### Port wiring, run 1

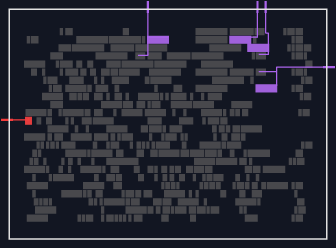
### The clock network, run 1

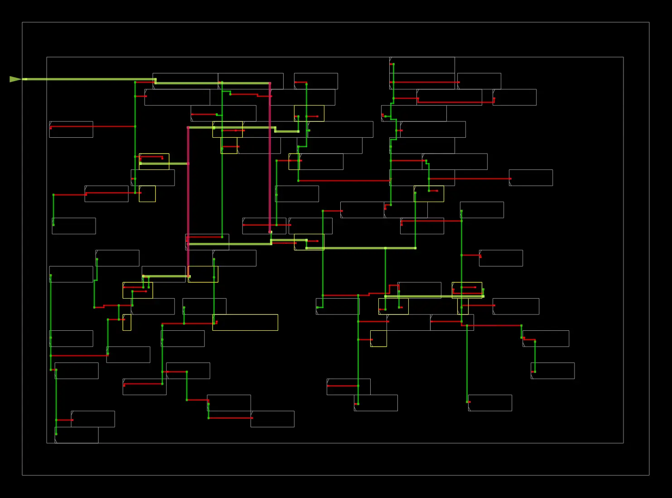
### Sequential cells coloured by netlist name, run 1

The bar under the picture is 20 um long. Other sequential cells in the stronger grey, the rest of the logic in the fainter grey.
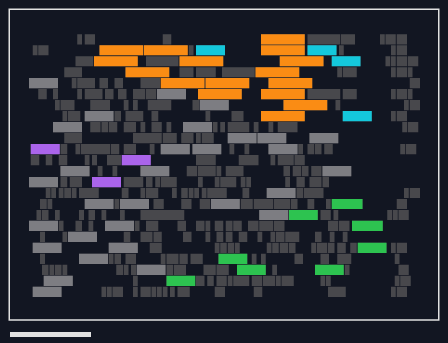
==> src/rtl/simmem_pkg.sv <==
// Shared types for the simulated memory responder: request/response
// payloads and the field widths they are built from.
package simmem_pkg;

  localparam int unsigned IdWidth          = 4;
  localparam int unsigned MaxBurstLenField = 8;
  localparam int unsigned DataWidth        = 32;

  typedef struct packed {
    logic [IdWidth-1:0]          id;
    logic [MaxBurstLenField-1:0] burst_len;
  } raddr_t;

  typedef struct packed {
    logic [IdWidth-1:0] id;
  } waddr_t;

  typedef struct packed {
    logic last;
  } wdata_t;

  typedef struct packed {
    logic [IdWidth-1:0]   id;
    logic [DataWidth-1:0] data;
    logic                 last;
  } rdata_t;

  typedef struct packed {
    logic [IdWidth-1:0] id;
  } wrsp_t;

endpackage

==> src/rtl/simmem_resp_fifo.sv <==
// Small power-of-two FIFO that holds accepted write ids until their
// response can be issued. Pointers wrap naturally because Depth is 2^n.
module simmem_resp_fifo #(
  parameter int unsigned Width = 4,
  parameter int unsigned Depth = 4
) (
  input  logic             clk_i,
  input  logic             rst_i,
  input  logic             push_i,
  input  logic [Width-1:0] data_i,
  input  logic             pop_i,
  output logic [Width-1:0] data_o,
  output logic             full_o,
  output logic             empty_o
);

  localparam int unsigned PtrW = $clog2(Depth);
  localparam logic [PtrW:0] CountFull = (PtrW + 1)'(Depth);
  localparam logic [PtrW:0] CountOne  = (PtrW + 1)'(1);

  logic [Width-1:0] mem_q [Depth];
  logic [PtrW-1:0]  wr_ptr_q, wr_ptr_d;
  logic [PtrW-1:0]  rd_ptr_q, rd_ptr_d;
  logic [PtrW:0]    count_q, count_d;
  logic             push_ok, pop_ok;

  assign full_o  = (count_q == CountFull);
  assign empty_o = (count_q == '0);
  assign data_o  = mem_q[rd_ptr_q];
  assign push_ok = push_i && !full_o;
  assign pop_ok  = pop_i && !empty_o;

  // Next pointer/occupancy; a coincident push and pop leave the count alone.
  always_comb begin
    wr_ptr_d = wr_ptr_q;
    rd_ptr_d = rd_ptr_q;
    count_d  = count_q;
    if (push_ok) wr_ptr_d = wr_ptr_q + PtrW'(1);
    if (pop_ok)  rd_ptr_d = rd_ptr_q + PtrW'(1);
    if (push_ok && !pop_ok)      count_d = count_q + CountOne;
    else if (!push_ok && pop_ok) count_d = count_q - CountOne;
  end

  // Pointer and occupancy registers.
  always_ff @(posedge clk_i) begin
    if (rst_i) begin
      wr_ptr_q <= '0;
      rd_ptr_q <= '0;
      count_q  <= '0;
    end else begin
      wr_ptr_q <= wr_ptr_d;
      rd_ptr_q <= rd_ptr_d;
      count_q  <= count_d;
    end
  end

  // Storage is pure data path; validity is tracked by count_q.
  always_ff @(posedge clk_i) begin
    if (push_ok) mem_q[wr_ptr_q] <= data_i;
  end

endmodule

==> src/rtl/simmem_mem_responder.sv <==
// Simulated memory slave: answers reads with a burst of beats whose data
// is the beat index after a fixed latency, and answers writes with an id
// response once both the address and the last data beat have arrived.
module simmem_mem_responder
  import simmem_pkg::*;
#(
  parameter int unsigned RdLatency      = 4,
  parameter int unsigned WAddrFifoDepth = 4
) (
  input  logic   clk_i,
  input  logic   rst_i,
  input  logic   raddr_valid_i,
  output logic   raddr_ready_o,
  input  raddr_t raddr_i,
  input  logic   waddr_valid_i,
  output logic   waddr_ready_o,
  input  waddr_t waddr_i,
  input  logic   wdata_valid_i,
  output logic   wdata_ready_o,
  input  wdata_t wdata_i,
  output logic   rdata_valid_o,
  input  logic   rdata_ready_i,
  output rdata_t rdata_o,
  output logic   wrsp_valid_o,
  input  logic   wrsp_ready_i,
  output wrsp_t  wrsp_o
);

  typedef enum logic [1:0] {RD_IDLE, RD_WAIT, RD_BURST} rd_state_e;

  localparam logic [7:0] LatInit = 8'(RdLatency - 1);
  localparam int unsigned CntW = $clog2(WAddrFifoDepth + 1);
  localparam logic [CntW-1:0] CntMax = CntW'(WAddrFifoDepth);
  localparam logic [CntW-1:0] CntOne = CntW'(1);

  // ---------------- read side ----------------
  rd_state_e                   state_q;
  logic [7:0]                  lat_q;
  logic [IdWidth-1:0]          rd_id_q;
  logic [MaxBurstLenField-1:0] len_q;
  logic [MaxBurstLenField-1:0] beat_q;

  // Read FSM: capture the request, count the latency down, then stream beats.
  // The wait state leaves as its counter reaches zero so the first beat lands
  // exactly RdLatency cycles after the address handshake; latency 1 skips it.
  always_ff @(posedge clk_i) begin
    if (rst_i) begin
      state_q <= RD_IDLE;
      lat_q   <= '0;
      rd_id_q <= '0;
      len_q   <= '0;
      beat_q  <= '0;
    end else begin
      unique case (state_q)
        RD_IDLE: begin
          if (raddr_valid_i) begin
            rd_id_q <= raddr_i.id;
            len_q   <= raddr_i.burst_len;
            beat_q  <= '0;
            lat_q   <= LatInit;
            state_q <= (RdLatency == 1) ? RD_BURST : RD_WAIT;
          end
        end
        RD_WAIT: begin
          lat_q <= lat_q - 8'd1;
          if (lat_q == 8'd1) state_q <= RD_BURST;
        end
        RD_BURST: begin
          if (rdata_ready_i) begin
            if (beat_q == len_q) state_q <= RD_IDLE;
            else                 beat_q  <= beat_q + MaxBurstLenField'(1);
          end
        end
        default: state_q <= RD_IDLE;
      endcase
    end
  end

  assign raddr_ready_o = (state_q == RD_IDLE);
  assign rdata_valid_o = (state_q == RD_BURST);
  assign rdata_o.id    = rd_id_q;
  assign rdata_o.data  = DataWidth'(beat_q);
  assign rdata_o.last  = rdata_valid_o && (beat_q == len_q);

  // ---------------- write side ----------------
  logic               fifo_push, fifo_full, fifo_empty;
  logic [IdWidth-1:0] fifo_head;
  logic [CntW-1:0]    wdone_q, wdone_d;
  logic               wdone_inc, rsp_load;
  logic               wrsp_valid_q, wrsp_valid_d;
  logic [IdWidth-1:0] wrsp_id_q, wrsp_id_d;

  assign waddr_ready_o = !fifo_full;
  assign wdata_ready_o = (wdone_q != CntMax);
  assign fifo_push     = waddr_valid_i && waddr_ready_o;
  assign wdone_inc     = wdata_valid_i && wdata_ready_o && wdata_i.last;
  assign rsp_load      = !fifo_empty && (wdone_q != '0) &&
                         (!wrsp_valid_q || wrsp_ready_i);

  simmem_resp_fifo #(
    .Width (IdWidth),
    .Depth (WAddrFifoDepth)
  ) u_waddr_fifo (
    .clk_i   (clk_i),
    .rst_i   (rst_i),
    .push_i  (fifo_push),
    .data_i  (waddr_i.id),
    .pop_i   (rsp_load),
    .data_o  (fifo_head),
    .full_o  (fifo_full),
    .empty_o (fifo_empty)
  );

  // Completed-burst counter and response register next state; a response
  // load consumes one completed burst and the oldest queued write id.
  always_comb begin
    wdone_d      = wdone_q;
    wrsp_valid_d = wrsp_valid_q;
    wrsp_id_d    = wrsp_id_q;
    if (wdone_inc && !rsp_load)      wdone_d = wdone_q + CntOne;
    else if (!wdone_inc && rsp_load) wdone_d = wdone_q - CntOne;
    if (rsp_load) begin
      wrsp_valid_d = 1'b1;
      wrsp_id_d    = fifo_head;
    end else if (wrsp_ready_i) begin
      wrsp_valid_d = 1'b0;
    end
  end

  // Write-side registers.
  always_ff @(posedge clk_i) begin
    if (rst_i) begin
      wdone_q      <= '0;
      wrsp_valid_q <= 1'b0;
      wrsp_id_q    <= '0;
    end else begin
      wdone_q      <= wdone_d;
      wrsp_valid_q <= wrsp_valid_d;
      wrsp_id_q    <= wrsp_id_d;
    end
  end

  assign wrsp_valid_o = wrsp_valid_q;
  assign wrsp_o.id    = wrsp_id_q;

endmodule

==> config.mk <==
export PLATFORM = sky130hd
export DESIGN_NAME = simmem_mem_responder
export DESIGN_NICKNAME = d
export VERILOG_FILES = /design/src/rtl/simmem_pkg.sv /design/src/rtl/simmem_resp_fifo.sv /design/src/rtl/simmem_mem_responder.sv
export SDC_FILE = /design/constraint.sdc
export NUM_CORES = 1
export LEC_CHECK = 0
export CORE_ASPECT_RATIO = 0.7
export CORE_MARGIN = 4
export CORE_UTILIZATION = 45
export DETAILED_ROUTE_END_ITERATION = 16
export DONT_BUFFER_PORTS = 1
export GPL_TIMING_DRIVEN = 0
export PLACE_DENSITY = 0.6
export SKIP_LAST_GASP = 1
export SYNTH_ARGS = -nofsm -noshare
export SYNTH_HDL_FRONTEND = slang
export SYNTH_SLANG_ARGS = --single-unit
==> constraint.sdc <==
create_clock -name clk_i -period 3.11 [get_ports clk_i]
set_clock_uncertainty 0.2 [all_clocks]
set_input_delay 0.622 -clock clk_i [delete_from_list [all_inputs] [get_ports clk_i]]
set_output_delay 0.622 -clock clk_i [all_outputs]
set_load 0.03 [all_outputs]
==> out/qor.yml, run 1 <==
end_kind: "flip-flop"
cts_tree: "done"
gr-usage-met2: 0.2347
met3_length_um: 529
synth_top_area_share: 0.2976
comb_area_mm2: 0.001464
tightest_slew_ns: 0.8959
peakVddDrop_uv: 425.3
worstSetupPathDepth: 7
num-nonclk-buffers: 36
cts_root_buf: "clkbuf_8"
synth_cells: 312
tap_cells: 91
chipArea_mm2: 0.008123
seqAreaFraction: 0.4044
yosys_area_mm2: 0.003027
wirelength_um: 6231
path_cells: "o311ai_2 > ha_1 > inv_1 > fa_1 > xor2_1 > or3_1 > a21oi_1"
power.switching_uw: 877.6
gr-usage-met3: 0.05843
bufAreaShareNonClock: 0.06910
drtAntennaViolNets: 0
async_reset_ff_frac: 0
final_layout_size_suffix_gt1_frac: 0.1652
h-tree-depth: 3
cts.sinks: 61
p_leak_nw: 1.370
status: "complete, no violations"
grt_max_degree: 12
hold_viol: 0
p_comb_uw: 739
p_comb_frac: 0.296
synth_simple_gate_area_share: 0.1893
lay_top_count: "dfxtp_1"
flop_cell: "dfxtp_1"
stdcell_count: 442
critPathArrivalTime_ns: 2.92
gr-usage-met1: 0.2384
synth.cell_area_mm2: 0.003027
rsz0062_at_grt: "no"
-- 'Port wiring' (at the start) --
colour	port	bits	direction	end cells	wire
purple	`wrsp_o`	4	output	4	83.2 um
red	`wdata_i`	1	input	1	6.30 um

-- 'The clock network' (at the start) --
clock buffers: 9
registers: 61
clk pwr: 673 uW
CTS Buf Count: 9
clock latency on the worst-skew pair: 0.33 ns

-- 'Sequential cells coloured by netlist name' (at the start) --
colour	name in the netlist	placed flops
cyan	`wrsp_o`	4
purple	`wdone_q`	3
green	`beat_q`	8
orange	`u_waddr_fifo.mem_q`	16
not coloured	30

## Run 2: what changed since run 1
- DONT_BUFFER_PORTS: 1 -> unset
- PLACE_DENSITY: 0.6 -> 0.73
### Metal layers overlaid, run 2

The bar under the picture is 20 um long.
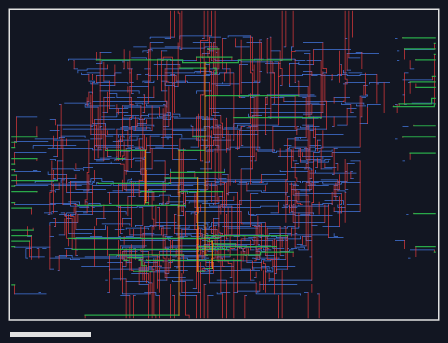
colour	layer	wire length
blue	met1	2930 um
orange	met4	131 um
red	met2	2950 um
green	met3	583 um

### Port wiring, run 2

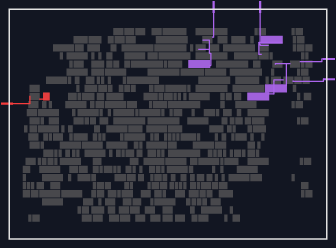
colour	port	bits	direction	end cells	wire
red	`wdata_i`	1	input	1	11.1 um
purple	`wrsp_o`	4	output	4	94.7 um
port bufs: 44
I/O pins: 70

### Sizing map, run 2

The bar under the picture is 20 um long.
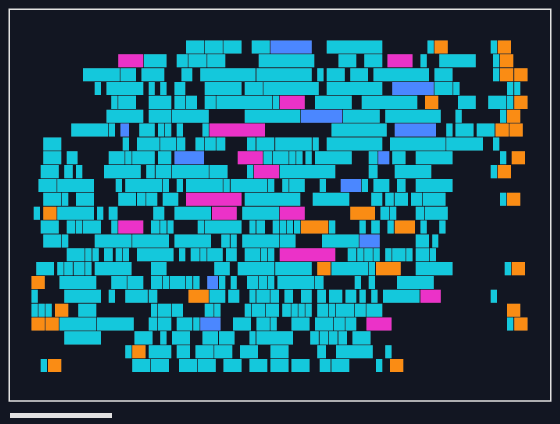
colour	size	cells	share	most used
cyan	drive 1 or less	341	86%	dfxtp_1
blue	drive 2	11	2.8%	mux4_2
orange	drive 3 to 4	30	7.6%	buf_4
magenta	drive 6 and up	13	3.3%	clkbuf_8
bufs w/o clock: 80
Area growth, synth to finish: 29.10%
post-route design area: 0.003908 mm2

==> run 2 against run 1 <==
Net effect:
- count of clock-buffer cells in the layout grew 1
- sequential cell count is the same
- design area grew 14%
- global-route usage grew 0.23 points
- synthesized area is the same
- synthesized cell count is the same
- largest cell class unchanged
- largest power group unchanged
==> out/qor.yml, run 2 <==
status: "complete, no violations"  # unchanged
chipArea_mm2: 0.008123  # unchanged
critPathArrivalTime_ns: 2.86  # was 2.92 ns
crit_path_max_fanout: 7  # unchanged
n_sequential_cell: 61  # unchanged
hold_viol: 0  # unchanged
met3_length_um: 582  # was 529 um
xor_share: 0.04341  # unchanged
n_all_inverters: 9  # unchanged
nClkBuffers: 10  # was 9
peakVddDrop_uv: 434.6  # was 425.3 uV
aoi_share: 0.09095  # unchanged
wl_per_cell_um: 13.57  # was 14.10 um
worst-r2r-cell-count: 7  # unchanged
power.switching_uw: 903.5  # was 877.6 uW
comb_area_mm2: 0.001469  # was 0.001464 mm2
h-tree-depth: 3  # unchanged
worstSetupPathDepth: 7  # unchanged
synth_simple_gate_area_share: 0.1893  # unchanged
synth_top_area_share: 0.2976  # unchanged
end_kind: "flip-flop"  # unchanged
rsz0062_at_grt: "no"  # unchanged
grt_max_degree: 12  # unchanged
timing.rr.start: "u_waddr_fifo.count_q[0]"  # unchanged
final_layout_size_suffix_gt1_frac: 0.1367  # was 0.1652
async_reset_ff_frac: 0  # unchanged
wirelength_um: 6596  # was 6231 um
tap_cells: 91  # unchanged
path_cells: "o311ai_2 > ha_1 > inv_1 > fa_1 > xor2_1 > or3_1 > a21oi_1"  # unchanged
p_comb_frac: 0.330  # was 0.296
cts.sinks: 61  # unchanged
tightest_slew_ns: 0.8296  # was 0.8959 ns
startpoint: "u_waddr_fifo.count_q[0]"  # unchanged
powerClk_uw: 829  # was 673 uW
maxClockFrequency_mhz: 358.2  # was 349.6 MHz
insertion_delay_ns: 0.34  # was 0.33 ns
dieHeight_um: 76.62  # unchanged
drtAntennaViolNets: 0  # unchanged
avgSynthCellArea_um2: 9.701  # unchanged
hold_start: "rd_id_q[1]"  # was waddr_i[2]
synth.cell_area_mm2: 0.003027  # unchanged
drv_cap: 0  # unchanged
clockPowerShare: 0.298  # was 0.269
hold_path.class: "reg -> reg"  # was in -> reg
p_leak_nw: 1.579  # was 1.370 nW
gr-usage-met2: 0.2538  # was 0.2347
stdcell_count: 486  # was 442
lay_top_count: "dfxtp_1"  # unchanged
fin_util: 0.6138  # was 0.5375
largestClassByArea: "combinational gates"  # unchanged
yosys_area_mm2: 0.003027  # unchanged
p_seq_mw: 1.03  # was 1.09 mW
seqAreaFraction: 0.3535  # was 0.4044
synth_cells: 312  # unchanged
p_comb_uw: 917  # was 739 uW
flop_cell: "dfxtp_1"  # unchanged
bufAreaShareNonClock: 0.1739  # was 0.06910
grt_use_total: 0.1676  # was 0.1653
cts_made_buffers: 9  # unchanged
gr-usage-met1: 0.2191  # was 0.2384
ys_seq_frac: 0.4564  # unchanged
cts_tree: "done"  # unchanged
top_layer: "met4"  # unchanged
cts_root_buf: "clkbuf_8"  # unchanged
gr-usage-met3: 0.06266  # was 0.05843
## Run 3: what changed since run 2
- GPL_TIMING_DRIVEN: 0 -> unset
### The clock network, run 3

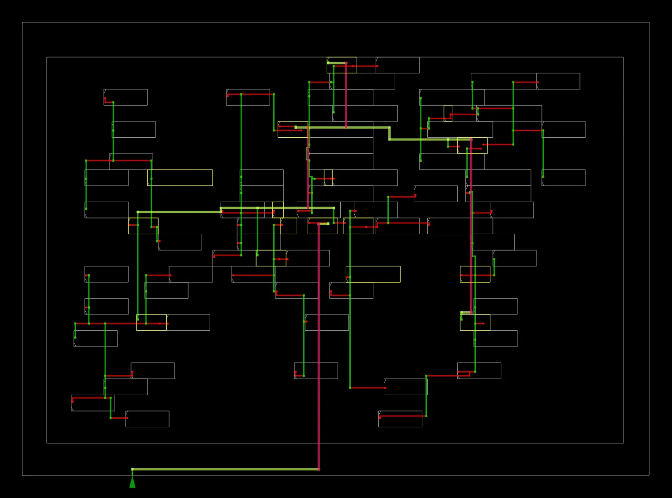
clock buffers: 13
CTS Sinks: 61
clk pwr: 731 uW

### Metal layers overlaid, run 3

The bar under the picture is 20 um long.
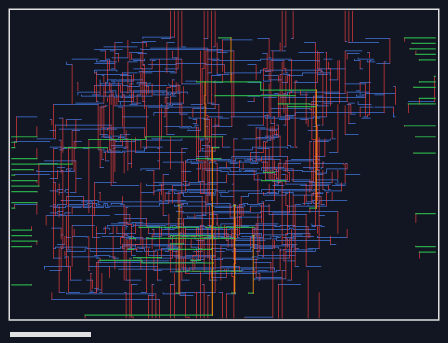
colour	layer	wire length
orange	met4	153 um
blue	met1	2890 um
red	met2	2690 um
green	met3	463 um

### Sizing map, run 3

The bar under the picture is 20 um long.
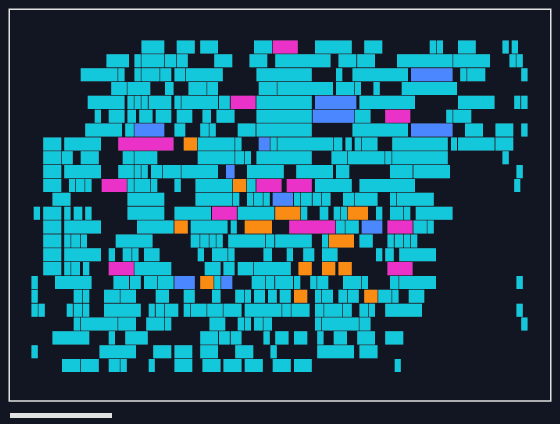
colour	size	cells	share
orange	drive 3 to 4	13	3.5%
magenta	drive 6 and up	12	3.3%
blue	drive 2	11	3.0%
cyan	drive 1 or less	332	90%

==> run 3 against run 2 <==
Net effect:
- combinational power down 4.9%
- synthesized cell count unchanged
- die size stayed put
- sequential share of layout area grew 1.8 points
- register-to-register slack better by 0.27 ns
- total power is 4.6% lower
- critical endpoint is now rdata_o[0]
==> out/qor.yml, run 3 <==
status: "complete, no violations"  # unchanged
startpoint: "beat_q[0]"  # was u_waddr_fifo.count_q[0]
worst-r2r-cell-count: 8  # was 7
synth_cells: 312  # unchanged
p_seq_mw: 1.05  # was 1.03 mW
largestClassByArea: "combinational gates"  # unchanged
num-nonclk-buffers: 53  # was 80
seqAreaFraction: 0.3720  # was 0.3535
peakVddDrop_uv: 359.0  # was 434.6 uV
portBuffers: 45  # was 44
wl_per_cell_um: 13.49  # was 13.57 um
insertion_delay_ns: 0.33  # was 0.34 ns
fin_util: 0.5833  # was 0.6138
power.switching_uw: 874.0  # was 903.5 uW
drv_cap: 0  # unchanged
critPathArrivalTime_ns: 2.09  # was 2.86 ns
h-tree-depth: 3  # unchanged
p_comb_frac: 0.329  # was 0.330
n_sequential_cell: 61  # unchanged
async_reset_ff_frac: 0  # unchanged
dieHeight_um: 76.62  # unchanged
tightest_slew_ns: 0.6029  # was 0.8296 ns
final_cell_area_mm2: 0.003714  # was 0.003908 mm2
hold_start: "rd_id_q[1]"  # unchanged
area_growth_pct: 22.70  # was 29.10%
clockPowerShare: 0.276  # was 0.298
grt_use_total: 0.1574  # was 0.1676
p_comb_uw: 872  # was 917 uW
ys_seq_frac: 0.4564  # unchanged
avgSynthCellArea_um2: 9.701  # unchanged
comb_area_mm2: 0.001461  # was 0.001469 mm2
n_all_inverters: 9  # unchanged
top_layer: "met4"  # unchanged
xor_share: 0.04341  # unchanged
cts_hold_buf: 0  # unchanged
stdcell_count: 459  # was 486
gr-usage-met2: 0.2309  # was 0.2538
aoi_share: 0.09095  # unchanged
gr-usage-met3: 0.04403  # was 0.06266
gr-usage-met1: 0.2084  # was 0.2191
hold_viol: 0  # unchanged
end_kind: "output port"  # was flip-flop
flop_cell: "dfxtp_1"  # unchanged
crit_buf_inv: 1  # unchanged
p_leak_nw: 1.438  # was 1.579 nW
chipArea_mm2: 0.008123  # unchanged
cts_made_buffers: 9  # unchanged
path_cells: "xnor2_1 > nand4_1 > nor2_1 > and2_1 > clkdlybuf4s50_1"  # was o311ai_2 > ha_1 > inv_1 > fa_1 > xor2_1 > or3_1 > a21oi_1
final_layout_size_suffix_gt1_frac: 0.09783  # was 0.1367
tap_cells: 91  # unchanged
worstSetupPathDepth: 5  # was 7
placed_cells_incl_taps: 443  # was 470
maxClockFrequency_mhz: 343.5  # was 358.2 MHz
synth.cell_area_mm2: 0.003027  # unchanged
cts_tree: "done"  # unchanged
grt_max_degree: 19  # was 12
reg2reg_to: "wdone_q[2]"  # unchanged
rsz0062_at_grt: "no"  # unchanged
num_io_pins: 70  # unchanged
Power is estimated from default activity; no workload was simulated.
